**src/rtl/audio_frame_arbiter.sv**
```systemverilog
`default_nettype none
// ============================================================================
// audio_frame_arbiter : round-robin, frame-locked merge of N_CH sample streams
// Revision : 1.0
// ============================================================================
module audio_frame_arbiter #(
   parameter int DATA_W = 16,
   parameter int N_CH   = 4,
   localparam int CH_W  = (N_CH > 1) ? $clog2(N_CH) : 1
) (
   input  logic                   clk,
   input  logic                   rst_n,
   input  logic                   en,
   input  logic [15:0]            max_len,
   input  logic [N_CH-1:0]        s_valid,
   output logic [N_CH-1:0]        s_ready,
   input  logic [N_CH*DATA_W-1:0] s_data,
   input  logic [N_CH-1:0]        s_last,
   output logic                   m_valid,
   input  logic                   m_ready,
   output logic [DATA_W-1:0]      m_data,
   output logic                   m_last,
   output logic [CH_W-1:0]        m_chan,
   output logic                   frame_done,
   output logic [CH_W-1:0]        done_chan,
   output logic                   trunc
);

   typedef enum logic [0:0] {
      ST_IDLE   = 1'b0,
      ST_LOCKED = 1'b1
   } state_t;

   state_t          r_state;
   logic [CH_W-1:0] r_gnt;
   logic [CH_W-1:0] r_rr_ptr;
   logic [15:0]     r_beat_cnt;

   logic            w_any;
   logic [CH_W-1:0] w_pick;
   logic [CH_W-1:0] w_idx;
   logic [CH_W-1:0] w_next;
   int              w_sum;
   logic            w_locked;
   logic            w_hs;
   logic            w_limit;
   logic            w_final;

   // First requester at or above the round-robin pointer, wrapping once.
   always_comb begin
      w_any  = 1'b0;
      w_pick = '0;
      w_idx  = '0;
      w_sum  = 0;
      for (int k = 0; k < N_CH; k++) begin
         w_sum = int'(r_rr_ptr) + k;
         if (w_sum >= N_CH) w_sum = w_sum - N_CH;
         w_idx = CH_W'(w_sum);
         if (!w_any && s_valid[w_idx]) begin
            w_any  = 1'b1;
            w_pick = w_idx;
         end
      end
   end

   assign w_locked = (r_state == ST_LOCKED);
   assign m_valid  = w_locked & s_valid[r_gnt];
   assign m_data   = w_locked ? s_data[r_gnt*DATA_W +: DATA_W] : '0;
   assign m_chan   = r_gnt;
   assign w_hs     = m_valid & m_ready;
   assign w_limit  = (max_len != 16'd0) && ((r_beat_cnt + 16'd1) == max_len);
   assign w_final  = s_last[r_gnt] | w_limit;
   assign m_last   = w_locked & w_final;
   assign w_next   = (r_gnt == CH_W'(N_CH - 1)) ? '0 : r_gnt + CH_W'(1);

   always_comb begin
      s_ready = '0;
      if (w_locked) s_ready[r_gnt] = m_ready;
   end

   always_ff @(posedge clk or negedge rst_n) begin
      if (!rst_n) begin
         r_state    <= ST_IDLE;
         r_gnt      <= '0;
         r_rr_ptr   <= '0;
         r_beat_cnt <= '0;
         frame_done <= 1'b0;
         done_chan  <= '0;
         trunc      <= 1'b0;
      end else begin
         frame_done <= 1'b0;
         trunc      <= 1'b0;
         case (r_state)
            ST_IDLE: begin
               if (en && w_any) begin
                  r_gnt      <= w_pick;
                  r_beat_cnt <= '0;
                  r_state    <= ST_LOCKED;
               end
            end
            ST_LOCKED: begin
               if (w_hs) begin
                  r_beat_cnt <= r_beat_cnt + 16'd1;
                  if (w_final) begin
                     // A frame cut by max_len is flagged so the RMS path can discard it.
                     r_state    <= ST_IDLE;
                     r_rr_ptr   <= w_next;
                     frame_done <= 1'b1;
                     done_chan  <= r_gnt;
                     trunc      <= ~s_last[r_gnt];
                  end
               end
            end
            default: r_state <= ST_IDLE;
         endcase
      end
   end

endmodule
`default_nettype wire

```
**config.mk**
```make
export PLATFORM = sky130hd
export DESIGN_NAME = audio_frame_arbiter
export DESIGN_NICKNAME = d
export VERILOG_FILES = /design/src/rtl/audio_frame_arbiter.sv
export SDC_FILE = /design/constraint.sdc
export NUM_CORES = 1
export LEC_CHECK = 0
export CAP_MARGIN = 25
export CORE_ASPECT_RATIO = 1.2
export CORE_MARGIN = 8
export CORE_UTILIZATION = 45
export CTS_CLUSTER_SIZE = 12
export DETAILED_ROUTE_END_ITERATION = 7
export PLACE_DENSITY = 0.93
export SETUP_SLACK_MARGIN = 0.1
export SLEW_MARGIN = 20
export SYNTH_ARGS = -nofsm -noshare
export SYNTH_HDL_FRONTEND = slang
export SYNTH_SLANG_ARGS = --single-unit
```
**constraint.sdc**
```tcl
create_clock -name clk -period 6.4 [get_ports clk]
set_input_delay 0.64 -clock clk [delete_from_list [all_inputs] [get_ports clk]]
set_output_delay 0.64 -clock clk [all_outputs]
set_load 0.05 [all_outputs]
```
Nets reached from selected ports:
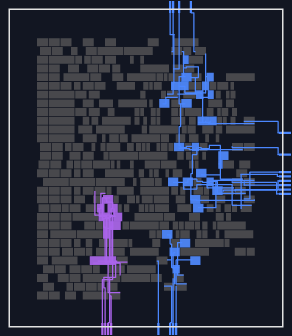
[blue] max_len | bits: 16 | direction: input | edge: 8 right, 4 top, 4 bottom | end cells: 29 | buffers: 16 | wire: 646 um
[purple] s_valid | bits: 4 | direction: input | edge: bottom | end cells: 11 | buffers: 4 | wire: 232 um

Sequential cells grouped by signal name:
The bar under the picture is 20 um long. Other sequential cells in the stronger gray, the rest of the logic in the fainter gray.
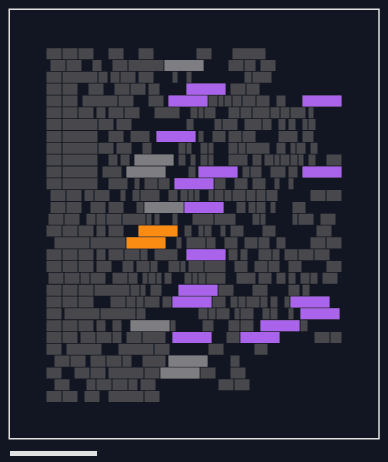
[orange] r_rr_ptr | flops: 2
[purple] r_beat_cnt | flops: 16

Clock wiring as the flow saved it:
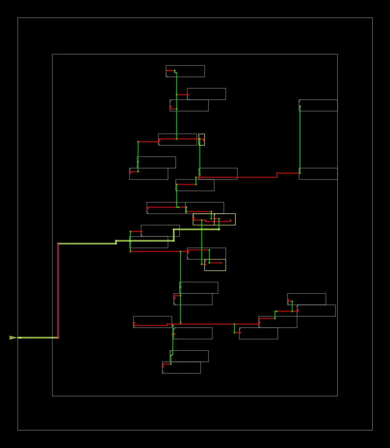
Num CTS Buffers: 3
Sink Count: 25

==> CHANGELOG.md <==
### Implementation results

* Met1 Track Usage GR at between 20% and 30%
* Simple Share, Synth at 26.2%
* Setup total negative slack at 0 ps
* Crit-path cells: ha_1 -> nand4_2 -> nor4_1 -> xor2_1 -> o21a_1 -> nor4_4 -> o21a_1 -> clkdlybuf4s50_1
* Max-slew violations at 0
* # IOs at approximately 120
* Worst-path maximum fanout at 7
* DRT met1 WL at about 3400 um
* Slowest-stage cell, CP: clkdlybuf4s50_1
* Worst R2R Start: m_chan[1]
* Cells after Synth at 271
* Final Cell Area at between 3000 and 4000 sq um
* Sequential-to-total area share from yosys stat at about a quarter
* Global-route met3 utilization at 8.91%
* Metal2 WL at ~4400 um
* Sequential power share at between 10% and 20%
* Fmax at roughly 0.24 GHz
* XOR/XNOR share of the synthesized area at between 6 and 7%
* # rows at 30
* PD cells at ~340 nW/um^2
* Met3 routed WL at approximately 980 um
* CTS tree: yes
* Longest Clk Path Bufs at 2
* Largest delay share family, worst path: simple AND/OR/NAND/NOR gates
* Synth area leaders: dfrtp_1 (25%), mux4_2 (16%), o21ai_0 (5.5%)
* Inserted Diodes at 0
* Dominant cell area share at approximately 25%
* Top cells excl fill/tap: clkdlybuf4s50_1 (119), o21ai_0 (28), dfrtp_1 (25)
* Tot GR Track Use at a little over a fifth
* Most frequent cell after synthesis: o21ai_0
* Overall power at 1.29 mW
* Int Pwr at between 0.6 and 0.7 mW
* Hold Crit Endpoint: done_chan[0]
* Hold buffer count at cts at 0
* Unrepaired setup endpoints after global routing: false
* Logic pwr share at between 70% and 80%
* Initial antenna violation count at 0
* Actual slew at the worst max-slew pin at 892 ps
* Net Switching at 0.662 mW
* Die X at approximately 85 um
* Syn Area/Cell at 9.40 sq um
* Chip area at 8340 sq um
* Slowest stage delay, CP at 820 ps
* GRT overflow at 0
* WHS Path Cells at 1
* Synth unique cells at 52
* Critical R2R Capture: r_beat_cnt[6]
* Tmin final at 4170 ps
* Share of cells above drive strength 1 at a little under an eighth
* Most used cell, CP: o21a_1
* Seq power at 0.257 mW
* Crit Path Category: reg -> out
* Pwr top: combinational logic
* Stages on worst setup path at 8
* Met2 Usage GRT at roughly 40%
* 1st-iter DRT viols at roughly 180
* Switching part of the total at 51.2%
* Mux share at between 10% and 20%
* Worst EP required at around 5800 ps
* WL per Instance at between 20 and 25 um
* Clock root buffer: clkbuf_8
* Main flop type: dfrtp_1
* Chip Height at just under 100 um
* First-pass GRT wire length at ~15000 um
* ANT nets after route at 0
* Core area at roughly 5600 sq um
* Synth top cells by count: o21ai_0 (28), dfrtp_1 (25), and2_1 (20)
* Status: complete, no violations
* Seq cells post-synth at 25
==> cell type report <==
| type | count | area, sq um |
|---|---|---|
| Clock buffer | 4 | 45.0 |
| Timing Repair Buffer | 121 | 1210 |
| Multi-Input combinational cell | 220 | 1790 |
| Fill cell | 424 | 1800 |
| Sequential cell | 25 | 626 |
| Tap cell | 64 | 80.1 |
| Inverter | 4 | 15.0 |
==> worst max path at each step <==
stage          slack, ps     end     startpoint
3_3_place_gp        2410  m_last    max_len[14]
4_1_cts             2240  m_last  r_beat_cnt[0]
2_1_floorplan       3440  m_last  r_beat_cnt[0]
6_report            2230  m_last  r_beat_cnt[0]
3_5_place_dp        2370  m_last    max_len[14]
5_1_grt             2090  m_last  r_beat_cnt[0]
Power is estimated from default activity; no workload was simulated.
